==> run_1/placed.png <==
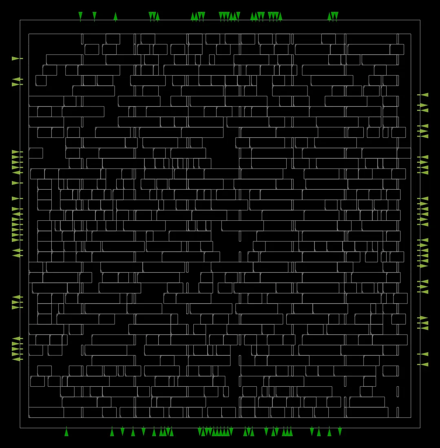
==> run_1/route_heat.png <==
Scale: 2 px per um. 21 x 21 tiles, from dark purple (low) to yellow (high), scaled to the fullest tile. Values are wire area over tile area, all layers added.
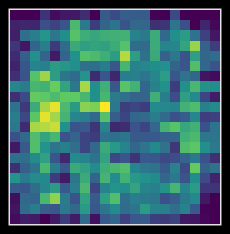
==> run_1/closeup.png <==
Window x 38 to 68, y 38 to 68 um. Cells in gray, sequential cells in the stronger gray; small squares are vias.
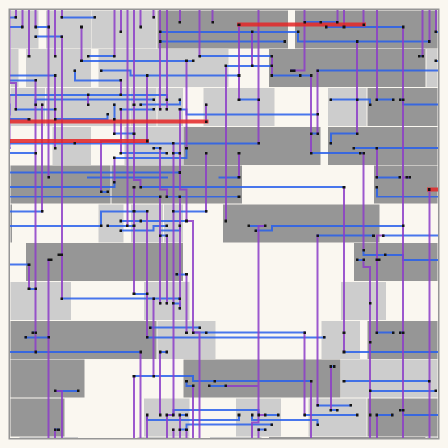
Design wb_port_arbiter, sky130hd; sources not shown.
==> run summary, run 1 <==
clock-cell share of area = 0.0860
Antenna Cells = 0
sequential share of power = 0.383
Req. time, crit path = 5320 ps
Fmax = 333 MHz
Yosys warnings = 0
First-pass DRT Iterations = 4
status = finished clean
Final Util = 0.679
Yosys chip area = 4960 um2
Non-clock buffers = 121
Top Family by Delay on Critical Path = buffers and inverters
comb area leader = AND-OR/OR-AND gates
met2 usage = 0.367
Synth Cell Area = 4960 um2
placed cell areas = 6260 um2
setup_tns = 0 ps
yosys cell count = 337
Hold WC Path Type = primary input to async pin
Final period util = 0.613
total track usage = 0.222
CP endpoint kind = register
Seq/total area = 0.485
fa+ha+maj area frac = 0.00505
slowest library cell on the worst path = or4_4
H-tree depth = 4
fin crit period = 3000 ps
layout cells sized above 1 = 0.174
Tool Warnings = 25
Die H = 107 um
Seq. pwr = 1.59 mW
comb. cell area = 1560 um2
first-pass GRT wire length = 19100 um
Synth mux share = 0.0863
Top cell excl fill/tap = clkdlybuf4s50_1
Post-Synth AOI/OAI Area = 0.147
Root Buffer = clkbuf_8
worst-path cell chain = clkdlybuf4s50_1 -> or4_4 -> o21a_1 -> buf_4 -> nor2_1 -> ha_1 -> inv_1 -> ha_1 -> xnor2_1 -> xnor2_1
Yosys cell types = 31
Worst Path Max Fanout = 21
crit path kind = primary input to register
remaining global-route overflow = 0
DRC = 0
clock group share of total power = 0.293
register share after synthesis = 0.671
die extent in x = 105 um
# port buffers = 116
R2R cell count = 4
Final setup violation count = 0
clock sinks = 118
Worst setup SP type = primary input
Design Area, Final = 6850 um2
Inverters = 3
Notes on placed.png above:
non-filler instance count after layout: 601
Core Region: 10100 um2
Flop Count: 118
FILL cells: 757

Notes on route_heat.png above:
27% of the tiles are over half the peak. The densest ninth of the die: left middle. 3.9% of the tiles are nearly empty.
vias: 3446
Routed wire per std cell: 19.5 um

Notes on closeup.png above:
Key: red = M3; blue = M1; purple = M2
35 logic cells have their middle in the window. Sequential cells in the window: 12. Most frequent: edfxtp_1 (8).

run 1: synth_stat cells:
master,instances,area [um2]
or3_1,1,6.26
edfxtp_1,74,2220
and2_1,1,6.26
nand3_1,2,10.0
o21ai_1,1,5.00
nor2_1,2,7.51
ha_1,2,25.0
o21a_1,1,7.51
or4_4,1,11.3
buf_2,9,45.0
dfrtp_1,44,1100
inv_1,3,11.3
a31o_1,1,8.76
nor2b_1,2,12.5
or4_1,1,7.51
nor4_1,1,6.26
a211oi_1,1,7.51
buf_1,1,3.75
nand4_1,1,6.26
nand2_1,38,143
o2bb2ai_1,1,8.76
xnor2_1,7,61.3
xor2_1,6,52.6
o221ai_1,37,324
o21ai_0,6,30.0
clkbuf_1,15,56.3
o211ai_1,1,7.51
nor3_1,1,5.00
a21oi_1,1,5.00
mux2_2,38,428
a2bb2oi_1,37,324
==> run_1/gates.png <==
Scale: 4 px per um.
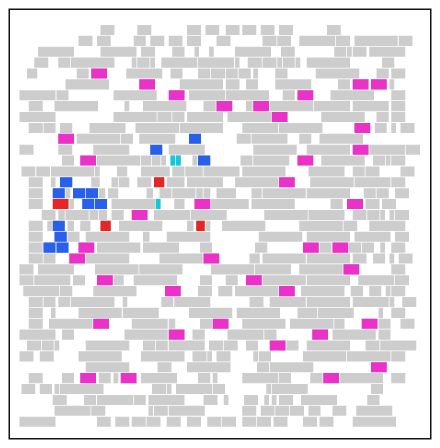

==> run 1 -> run 2 <==
Settings changed: CORE_AREA 2 2 103 105 to 2 2 108 110, DIE_AREA 0 0 105 107 to 0 0 110 112.
Clock period 4.9 ns to 2.6 ns, I/O delays scaled along.
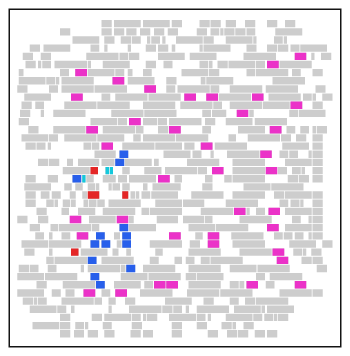
(run_2/gates.png)
Scale: 3 px per um.
Key: red = and/or cells [cells 4, where left middle]; magenta = mux cells [cells 38, most used mux2_2]; cyan = inv cells [cells 3, most used inv_1]; blue = xor and xnor cells [cells 13, most used xnor2_1]
logic share of the area: 0.219
Top cell excl fill/tap: clkdlybuf4s50_1
non-filler instance count after layout: 634

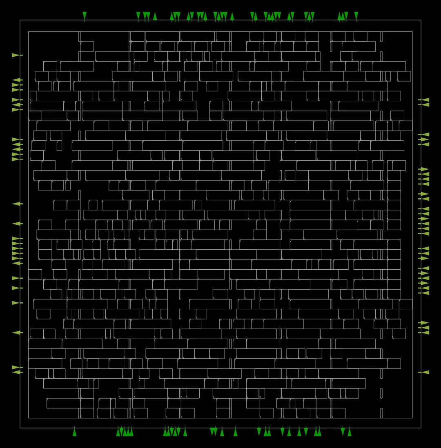
(run_2/placed.png)
Final Util: 0.636
row count: 39
Seq/total area: 0.468

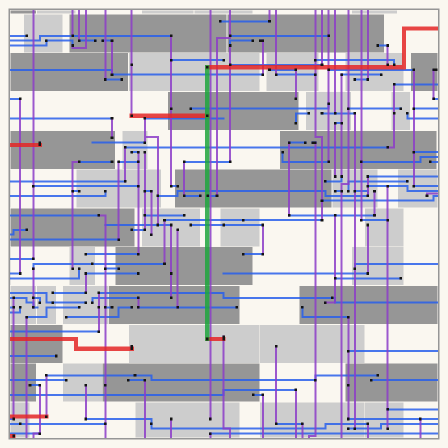
(run_2/closeup.png)
Window x 40 to 70, y 41 to 71 um. Cells in gray, sequential cells in the stronger gray; small squares are vias.
Key: blue = M1; purple = M2; green = M4; red = M3
Sequential cells in the window: 13. 38 logic cells have their middle in the window. Most frequent: edfxtp_1 (8), buf_4 (5), dfrtp_1 (4).

==> run summary, run 2 <==
setup_tns = 0 ps
Post-Synth AOI/OAI Area = 0.147
crit path kind = primary input to register
slowest library cell on the worst path = or4_4
total track usage = 0.215
yosys cell count = 337
Routed wire per std cell = 19.8 um
Design Area, Final = 7100 um2
Final setup violation count = 0
remaining global-route overflow = 0
Yosys warnings = 0
status = finished with violations
clock sinks = 118
worst-path cell chain = clkdlybuf4s50_1 -> or4_4 -> o21ai_0 -> a21oi_1 -> inv_1 -> ha_1 -> inv_1 -> ha_1 -> xnor2_1 -> xnor2_1
Hold WC Path Type = primary input to async pin
Fmax = 437 MHz
WHS = -11.9 ps
R2R cell count = 5
fin crit period = 2290 ps
Synth top cell by count = edfxtp_1
top cells, area = edfxtp_1, dfrtp_1, mux2_2, a2bb2oi_1, o221ai_1
flip-flops with a built-in enable = 74
fa+ha+maj area frac = 0.00505
Tool Warnings = 25
Commonest cells post-synth = edfxtp_1, dfrtp_1, mux2_2, nand2_1
placed cell areas = 6510 um2
H-tree depth = 4
Synth Cell Area = 4960 um2
failing checks = hold timing
Die H = 112 um
Antenna Cells = 0
Synth mux share = 0.0863
async set-reset flop share out of synthesis = 0.373
Final Hold Viols = 7
Final period util = 0.881
Root Buffer = clkbuf_16
register share after synthesis = 0.671
layout cells sized above 1 = 0.216
vias = 3469
Worst Path Max Fanout = 4
die extent in x = 110 um
Core Region = 11200 um2
# port buffers = 116
area leader, netlist = edfxtp_1
Worst setup SP type = primary input
DRC = 0
Yosys chip area = 4960 um2
-- run 2: layout make-up --
class | instances | area, um2
fillers | 915 | 4070
multi-input cells | 191 | 1560
well taps | 143 | 179
repair buffers | 147 | 1440
inverters | 3 | 11.3
clock inverters | 10 | 128
clock buffers | 22 | 464
flip-flops and latches | 118 | 3320
-- run 2: metal layers --
| metal | vias to the layer above | GRT usage | routed length [um] |
|---|---|---|---|
| met5 | - | 0 | 0 |
| met4 | 0 | 0.0734 | 118 |
| li1 | 1622 | - | - |
| met3 | 11 | 0.0556 | 659 |
| met1 | 1735 | 0.297 | 5830 |
| met2 | 101 | 0.330 | 5930 |
-- run 2: where the power goes --
part	leakage [nW]	switching (mW)	internal, mW	total (mW)
Combinational	1.16	1.31	1.55	2.85
Clock	0.293	0.789	1.55	2.33
Sequential	1.20	0.276	2.61	2.88
Power figures rest on the tool's default switching activity, not on a simulated workload.
